## src/rtl/getir_birimi_pkg.sv

```systemverilog
// Shared types and constants for the GETIR fetch stage: FSM states, opcodes, default widths/reset PC.
package getir_birimi_pkg;

  localparam int unsigned ADRES_BIT_VARSAYILAN = 32;
  localparam int unsigned BUYRUK_BIT           = 32;
  localparam logic [31:0] BASLANGIC_VARSAYILAN = 32'h4000_0000;

  localparam logic [6:0] OPK_JAL = 7'b1101111;
  localparam logic [6:0] OPK_DAL = 7'b1100011;

  typedef enum logic [1:0] {
    SIFIR = 2'd0,
    ISTEK = 2'd1,
    BEKLE = 2'd2,
    IPTAL = 2'd3
  } durum_e;

endpackage

```

## src/rtl/getir_ongorucu.sv

```systemverilog
// Static next-PC predictor: JAL target, backward B-type target, otherwise pc+4.
// Only built when GETIR_STATIK_TAHMIN_EN is defined.
`ifdef GETIR_STATIK_TAHMIN_EN
module getir_ongorucu
  import getir_birimi_pkg::*;
#(
  parameter int unsigned ADRES_BIT = ADRES_BIT_VARSAYILAN
) (
  input  logic [BUYRUK_BIT-1:0] buyruk_i,
  input  logic [ADRES_BIT-1:0]  pc_i,
  output logic [ADRES_BIT-1:0]  tahmin_pc_o
);

  logic [ADRES_BIT-1:0] j_imm;
  logic [ADRES_BIT-1:0] b_imm;

  assign j_imm = {{(ADRES_BIT-20){buyruk_i[31]}}, buyruk_i[19:12], buyruk_i[20],
                  buyruk_i[30:21], 1'b0};
  assign b_imm = {{(ADRES_BIT-12){buyruk_i[31]}}, buyruk_i[7], buyruk_i[30:25],
                  buyruk_i[11:8], 1'b0};

  // Forward branches are predicted not-taken (sign bit clear).
  always_comb begin
    tahmin_pc_o = pc_i + ADRES_BIT'(4);
    if (buyruk_i[6:0] == OPK_JAL) begin
      tahmin_pc_o = pc_i + j_imm;
    end else if (buyruk_i[6:0] == OPK_DAL && buyruk_i[31]) begin
      tahmin_pc_o = pc_i + b_imm;
    end
  end

endmodule
`endif

```

## src/rtl/getir_birimi.sv

```systemverilog
// GETIR instruction fetch stage: PC owner, single-outstanding L1I requester, skid-buffered COZ output.
// Static branch prediction enabled by defining GETIR_STATIK_TAHMIN_EN (default: always pc+4).
module getir_birimi
  import getir_birimi_pkg::*;
#(
  parameter int unsigned          ADRES_BIT        = ADRES_BIT_VARSAYILAN,
  parameter logic [ADRES_BIT-1:0] BASLANGIC_ADRESI = ADRES_BIT'(BASLANGIC_VARSAYILAN)
) (
  input  logic                  clk_i,
  input  logic                  rst_i,
  input  logic                  ddb_durdur_i,
  input  logic                  ddb_bosalt_i,
  output logic                  ddb_hazir_o,
  output logic                  ddb_yanlis_tahmin_o,
  output logic [ADRES_BIT-1:0]  l1b_adres_o,
  output logic                  l1b_istek_gecerli_o,
  input  logic                  l1b_istek_hazir_i,
  input  logic [BUYRUK_BIT-1:0] l1b_buyruk_i,
  input  logic                  l1b_buyruk_gecerli_i,
  input  logic                  yrt_gecerli_i,
  input  logic [ADRES_BIT-1:0]  yrt_dogru_sonraki_pc_i,
  input  logic [ADRES_BIT-1:0]  yrt_tahmin_sonraki_pc_i,
  output logic [BUYRUK_BIT-1:0] coz_buyruk_o,
  output logic [ADRES_BIT-1:0]  coz_pc_o,
  output logic [ADRES_BIT-1:0]  coz_tahmin_pc_o,
  output logic                  coz_gecerli_o
);

  durum_e                durum_q, durum_d;
  logic [ADRES_BIT-1:0]  pc_q, pc_d;
  logic [ADRES_BIT-1:0]  adres_q, adres_d;
  logic                  istek_q, istek_d;

  logic [BUYRUK_BIT-1:0] coz_buyruk_q, coz_buyruk_d;
  logic [ADRES_BIT-1:0]  coz_pc_q, coz_pc_d;
  logic [ADRES_BIT-1:0]  coz_tahmin_q, coz_tahmin_d;
  logic                  coz_gecerli_q, coz_gecerli_d;

  logic [BUYRUK_BIT-1:0] skid_buyruk_q, skid_buyruk_d;
  logic [ADRES_BIT-1:0]  skid_pc_q, skid_pc_d;
  logic [ADRES_BIT-1:0]  skid_tahmin_q, skid_tahmin_d;
  logic                  skid_gecerli_q, skid_gecerli_d;

  logic                  yanlis;
  logic                  kabul;
  logic                  yanit_al;
  logic [ADRES_BIT-1:0]  tahmin_pc;

`ifdef GETIR_STATIK_TAHMIN_EN
  getir_ongorucu #(
    .ADRES_BIT (ADRES_BIT)
  ) u_ongorucu (
    .buyruk_i    (l1b_buyruk_i),
    .pc_i        (pc_q),
    .tahmin_pc_o (tahmin_pc)
  );
`else
  assign tahmin_pc = pc_q + ADRES_BIT'(4);
`endif

  assign yanlis   = yrt_gecerli_i && (yrt_dogru_sonraki_pc_i != yrt_tahmin_sonraki_pc_i);
  assign kabul    = istek_q && l1b_istek_hazir_i;
  assign yanit_al = (durum_q == BEKLE) && l1b_buyruk_gecerli_i && !yanlis;

  // Next-state: FSM, PC, output register and skid entry.
  always_comb begin
    durum_d        = durum_q;
    pc_d           = pc_q;
    coz_buyruk_d   = coz_buyruk_q;
    coz_pc_d       = coz_pc_q;
    coz_tahmin_d   = coz_tahmin_q;
    coz_gecerli_d  = coz_gecerli_q;
    skid_buyruk_d  = skid_buyruk_q;
    skid_pc_d      = skid_pc_q;
    skid_tahmin_d  = skid_tahmin_q;
    skid_gecerli_d = skid_gecerli_q;

    case (durum_q)
      SIFIR: durum_d = ISTEK;
      ISTEK: if (kabul) durum_d = yanlis ? IPTAL : BEKLE;
      BEKLE: begin
        if (l1b_buyruk_gecerli_i) begin
          durum_d = ISTEK;
          pc_d    = tahmin_pc;
        end else if (yanlis) begin
          durum_d = IPTAL;
        end
      end
      IPTAL: if (l1b_buyruk_gecerli_i) durum_d = ISTEK;
      default: durum_d = SIFIR;
    endcase

    if (yanlis) pc_d = yrt_dogru_sonraki_pc_i;

    if (yanlis) begin
      coz_gecerli_d  = 1'b0;
      skid_gecerli_d = 1'b0;
    end else begin
      if (ddb_bosalt_i) begin
        coz_gecerli_d  = 1'b0;
        skid_gecerli_d = 1'b0;
      end
      if (!ddb_durdur_i) begin
        // Skid drains first; it can never coexist with a live response.
        if (skid_gecerli_q && !ddb_bosalt_i) begin
          coz_buyruk_d   = skid_buyruk_q;
          coz_pc_d       = skid_pc_q;
          coz_tahmin_d   = skid_tahmin_q;
          coz_gecerli_d  = 1'b1;
          skid_gecerli_d = 1'b0;
        end else if (yanit_al) begin
          coz_buyruk_d  = l1b_buyruk_i;
          coz_pc_d      = pc_q;
          coz_tahmin_d  = tahmin_pc;
          coz_gecerli_d = 1'b1;
        end else begin
          coz_gecerli_d = 1'b0;
        end
      end else if (yanit_al) begin
        skid_buyruk_d  = l1b_buyruk_i;
        skid_pc_d      = pc_q;
        skid_tahmin_d  = tahmin_pc;
        skid_gecerli_d = 1'b1;
      end
    end

    istek_d = (durum_d == ISTEK) && !skid_gecerli_d;
    adres_d = pc_d;
  end

  always_ff @(posedge clk_i) begin
    if (rst_i) begin
      durum_q        <= SIFIR;
      pc_q           <= BASLANGIC_ADRESI;
      adres_q        <= '0;
      istek_q        <= 1'b0;
      coz_buyruk_q   <= '0;
      coz_pc_q       <= '0;
      coz_tahmin_q   <= '0;
      coz_gecerli_q  <= 1'b0;
      skid_buyruk_q  <= '0;
      skid_pc_q      <= '0;
      skid_tahmin_q  <= '0;
      skid_gecerli_q <= 1'b0;
    end else begin
      durum_q        <= durum_d;
      pc_q           <= pc_d;
      adres_q        <= adres_d;
      istek_q        <= istek_d;
      coz_buyruk_q   <= coz_buyruk_d;
      coz_pc_q       <= coz_pc_d;
      coz_tahmin_q   <= coz_tahmin_d;
      coz_gecerli_q  <= coz_gecerli_d;
      skid_buyruk_q  <= skid_buyruk_d;
      skid_pc_q      <= skid_pc_d;
      skid_tahmin_q  <= skid_tahmin_d;
      skid_gecerli_q <= skid_gecerli_d;
    end
  end

  assign ddb_hazir_o         = coz_gecerli_q | skid_gecerli_q;
  assign ddb_yanlis_tahmin_o = yanlis;
  assign l1b_adres_o         = adres_q;
  assign l1b_istek_gecerli_o = istek_q;
  assign coz_buyruk_o        = coz_buyruk_q;
  assign coz_pc_o            = coz_pc_q;
  assign coz_tahmin_pc_o     = coz_tahmin_q;
  assign coz_gecerli_o       = coz_gecerli_q;

endmodule

```

## config.mk

```make
export PLATFORM = sky130hd
export DESIGN_NAME = getir_birimi
export DESIGN_NICKNAME = d
export VERILOG_FILES = /design/src/rtl/getir_birimi_pkg.sv /design/src/rtl/getir_ongorucu.sv /design/src/rtl/getir_birimi.sv
export SDC_FILE = /design/constraint.sdc
export NUM_CORES = 1
export LEC_CHECK = 0
export CAP_MARGIN = 10
export CORE_UTILIZATION = 51
export CTS_CLUSTER_DIAMETER = 50
export DETAILED_ROUTE_END_ITERATION = 10
export PLACE_DENSITY = 0.91
export REMOVE_ABC_BUFFERS = 1
export SYNTH_ARGS = -nofsm -noshare
export SYNTH_HDL_FRONTEND = slang
export SYNTH_SLANG_ARGS = --single-unit
```

## constraint.sdc

```tcl
create_clock -name clk_i -period 3.2 [get_ports clk_i]
set_clock_uncertainty 0.05 [all_clocks]
set_input_delay 0.32 -clock clk_i [delete_from_list [all_inputs] [get_ports clk_i]]
set_output_delay 0.32 -clock clk_i [all_outputs]
set_load 0.01 [all_outputs]
```

==> ci_impl_report.md <==
## PnR job results

| Metric | Value |
|---|---|
| Vertical die dimension | `146.3 microns` |
| Critical setup path kind | `input port to primary output` |
| TritonCTS clock tree | `yes` |
| Peak supply drop | `0.2839 mV` |
| Pin count of the biggest net entering global routing | `98` |
| Crit start category | `input port` |
| Clock group share of total power | `44.9%` |
| Area share of the largest cell type after synthesis | `42.58%` |
| Synthesis area per yosys | `0.01063 sq mm` |
| Die span in x | `146.3 microns` |
| Leakage power figure | `4.475 nW` |
| Total iterations of the first detailed-routing run | `5` |
| Outcome | `complete, no violations` |
| Worst-case setup margin in the final layout | `202.3 ps` |
| Clk Latency, worst-skew pair | `530 ps` |
| Chip Area | `0.02142 sq mm` |
| Sequential fraction of the synthesis area | `42.58%` |
| Count of max-cap constraint violations | `0` |
| Top area cell types | `sky130_fd_sc_hd__dfxtp_1 43%, sky130_fd_sc_hd__a21oi_1 8.3%, sky130_fd_sc_hd__nand2_1 6.6%` |
| Kind of end point of the critical path | `primary output` |
| Number of hold-repair buffers added at the cts stage | `0` |
| DRT antenna net count | `0` |
| First-pass GRT wire length | `54.09 mm` |
| Pre-Place Util | `52.35%` |
| Worst Tran Pin Value | `764.2 ps` |
| Cell at the root of the clock tree | `sky130_fd_sc_hd__clkbuf_16` |
| Row cnt | `52` |
| Number of levels the H-tree was split into | `1` |
| Post-detailed-placement half-perimeter wirelength | `21.54 mm` |
| Commonest cells after routing, fill and taps aside | `233 x sky130_fd_sc_hd__clkdlybuf4s50_1, 226 x sky130_fd_sc_hd__dfxtp_1, 186 x sky130_fd_sc_hd__nand2_1, 175 x sky130_fd_sc_hd__a21oi_1, 104 x sky130_fd_sc_hd__o21ai_0` |
| Comb pwr share | `9.9%` |
| Most common library cell in the layout ignoring fill and taps | `sky130_fd_sc_hd__clkdlybuf4s50_1` |
| Cells after Synth | `1340` |
| Setup repair after global routing missed its margin | `no` |
| Syn-to-layout area delta | `30.21%` |
| Required time of the worst setup path | `2830 ps` |
| Placeable core area | `0.02030 sq mm` |
| Post-cts repair resize count | `0` |
| Fill cell total of the finished layout | `1597` |
| Xor and xnor area share after synthesis | `6.923%` |
| Number of ports placed on the die boundary | `235` |
| Synth logic family | `AND-OR/OR-AND gates` |
| Worst slack, placed | `11.26 ps` |
| Maximum operating frequency | `333.6 MHz` |
| Final critical delay including setup and external delays | `2998 ps` |
| Antenna diode count | `0` |
| WP data arrival | `2630 ps` |
| Total global-route track usage | `30.82%` |
| Drt initial violations | `1164` |
| Total DRC errors in the routed layout | `0` |
| Crit-path cells | `clkdlybuf4s50_1 > xor2_1 > nor4_1 > nand2_1 > o41ai_4 > inv_2 > clkdlybuf4s50_1` |
| Ratio of final minimum period to clock period | `93.68%` |
| P_sw | `0.001599 W` |
| Post-synthesis async set-or-reset flop share | `0%` |
| Cell accounting for the most synthesized area | `sky130_fd_sc_hd__dfxtp_1` |
| Overall power consumption | `0.006428 W` |
| Synthesized area | `0.01063 sq mm` |
| Final setup viols | `0` |
| Fraction of power spent switching nets | `24.87%` |
| Fraction of final layout cells sized beyond drive strength 1 | `7.239%` |
| Via count of the first global-routing pass | `10200` |
| GRT Residual Overflow | `0` |
| Clock tree sinks | `226` |
| Portion of netlist area occupied by mux cells | `0.09420%` |
[cell type report]
type	count	area [sq um]	area share, %
clock buffer	36	769.5	5.561
clock inverter	11	77.57	0.5606
inverter	3	11.26	0.08138
multi-input combinational	935	5320	38.45
sequential	226	4524	32.70
tap	270	337.8	2.441
timing repair buffer	281	2796	20.21
[kinds of logic (layout without fill, tap and decap cells)]
kind of cell,count (synthesis),count (layout)
AND-OR/OR-AND,430,430
AND/OR/NAND/NOR,419,419
flip-flops,226,226
buffers and inverters,179,331
XOR/XNOR,84,84
adder cells (fa/ha/maj),1,1
multiplexers,1,1
[synthesized netlist by cell type (all sizes together) (12+ instances only)]
master	instances
nand4	21
nor3	22
clkbuf	120
xor2	56
nand2	187
dfxtp	226
buf	56
a21oi	176
a311oi	66
nor2	55
a211oi	46
nand3	98
o21ai	113
xnor2	28
nor4	12
[through the flow]
stage	cells	cell area [sq um]	util, %
global route	1762	13840	68.16
floorplan	1164	9817	-
CTS	1762	13840	68.16
finish	1762	13840	68.16
global placement	1715	12990	63.99
detailed placement	1715	12990	63.99
[final timing paths]
path	to	depth (start not counted)	startpoint	slack, ps
setup / recovery	ddb_yanlis_tahmin_o	7	yrt_dogru_sonraki_pc_i[0]	200
hold / removal	pc_q[1]	2	rst_i	190
setup reg to reg	coz_tahmin_pc_o[28]	6	pc_q[14]	390
hold reg to reg	coz_tahmin_pc_o[12]	2	coz_tahmin_pc_o[12]	400
[state kept, by name, indices dropped and copies added, names as in the netlist]
name / flops
skid_tahmin_q: 30
coz_pc_o: 32
skid_gecerli_q: 1
coz_buyruk_o: 32
coz_gecerli_o: 1
durum_q: 2
coz_tahmin_pc_o: 30
pc_q: 32
l1b_adres_o: 1
skid_pc_q: 32
l1b_istek_gecerli_o: 1
skid_buyruk_q: 32
[layer usage]
layer  vias to the layer above  track usage [%]
li1                       5045                -
met1                      5174            41.11
met2                       686            49.60
met3                        94            5.531
met4                         0            11.77
met5                         -                0
[power groups by stage]
| stage | registers [W] | clock network (W) | logic (W) |
|---|---|---|---|
| after floorplan | 0.00299 | 0 | 0.000209 |
| after global placement | 0.00296 | 0 | 0.000613 |
| after detailed placement | 0.00297 | 0 | 0.000622 |
| after CTS | 0.00290 | 0.00291 | 0.000628 |
| after global routing | 0.00291 | 0.00304 | 0.000677 |
| final | 0.00291 | 0.00289 | 0.000636 |
[worst register-to-register path, delay by kind of cell, from the launching register on]
kind	cells	cell delay (ps)
and+or+nand+nor	3	1620
DFF	1	490
AOI/OAI and AO/OA	2	340
xor gates and xnor gates	1	190
Clock routing:
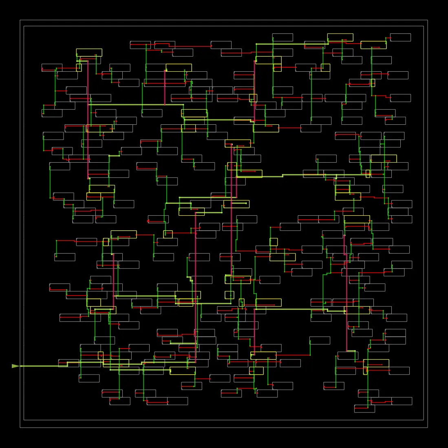
CLK BUF: 36
clock network power consumption: 0.00289 W
Inserted Clock Buffers: 27

Signal wires on met1:
Supply wires on this layer in grey.
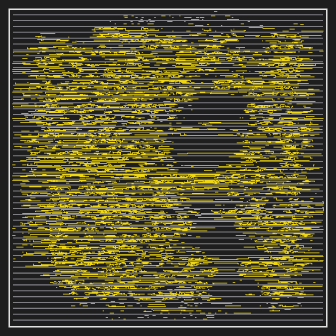
main direction: horizontal
share of all routed wire: 40%
longest straight run: 42.3 microns

Signal wires by layer:
Two of the layers only.
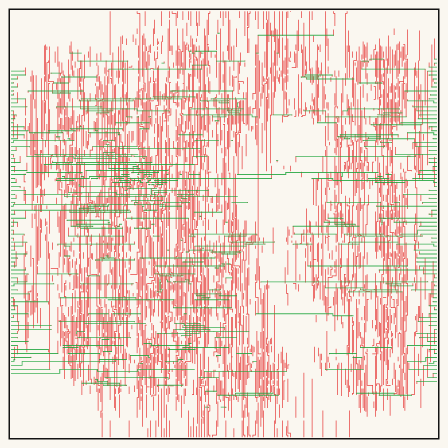
[met2] red | wire length: 15800 microns
[met3] green | wire length: 3730 microns

Layout detail:
The bar under the picture is 10 microns long. Window x 58 to 88, y 58 to 88 microns. Cells in grey, sequential cells in the stronger grey; small squares are vias.
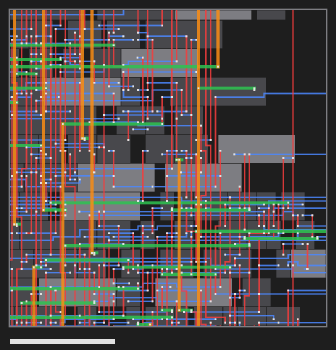
[met2] red
[met3] green
[met1] blue
[met4] orange
netlist names of flops here include: `pc_q` (5), `skid_tahmin_q` (3)
sequential cells in the window: 8
most frequent: buf_4 (9), a211oi_1 (8), dfxtp_1 (8)
cells with their middle in the window: 68

M4 wires:
Supply wires on this layer in grey.
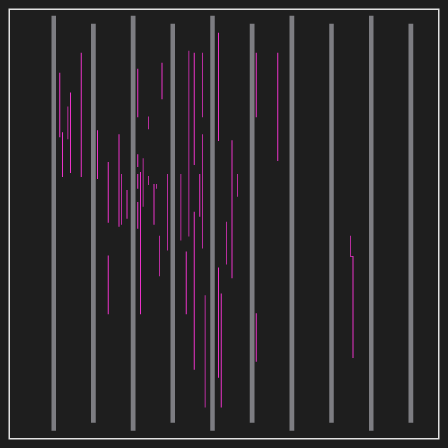
share of all routed wire: 3.0%
main direction: vertical
longest straight run: 63.2 microns

Power is estimated from default activity; no workload was simulated.
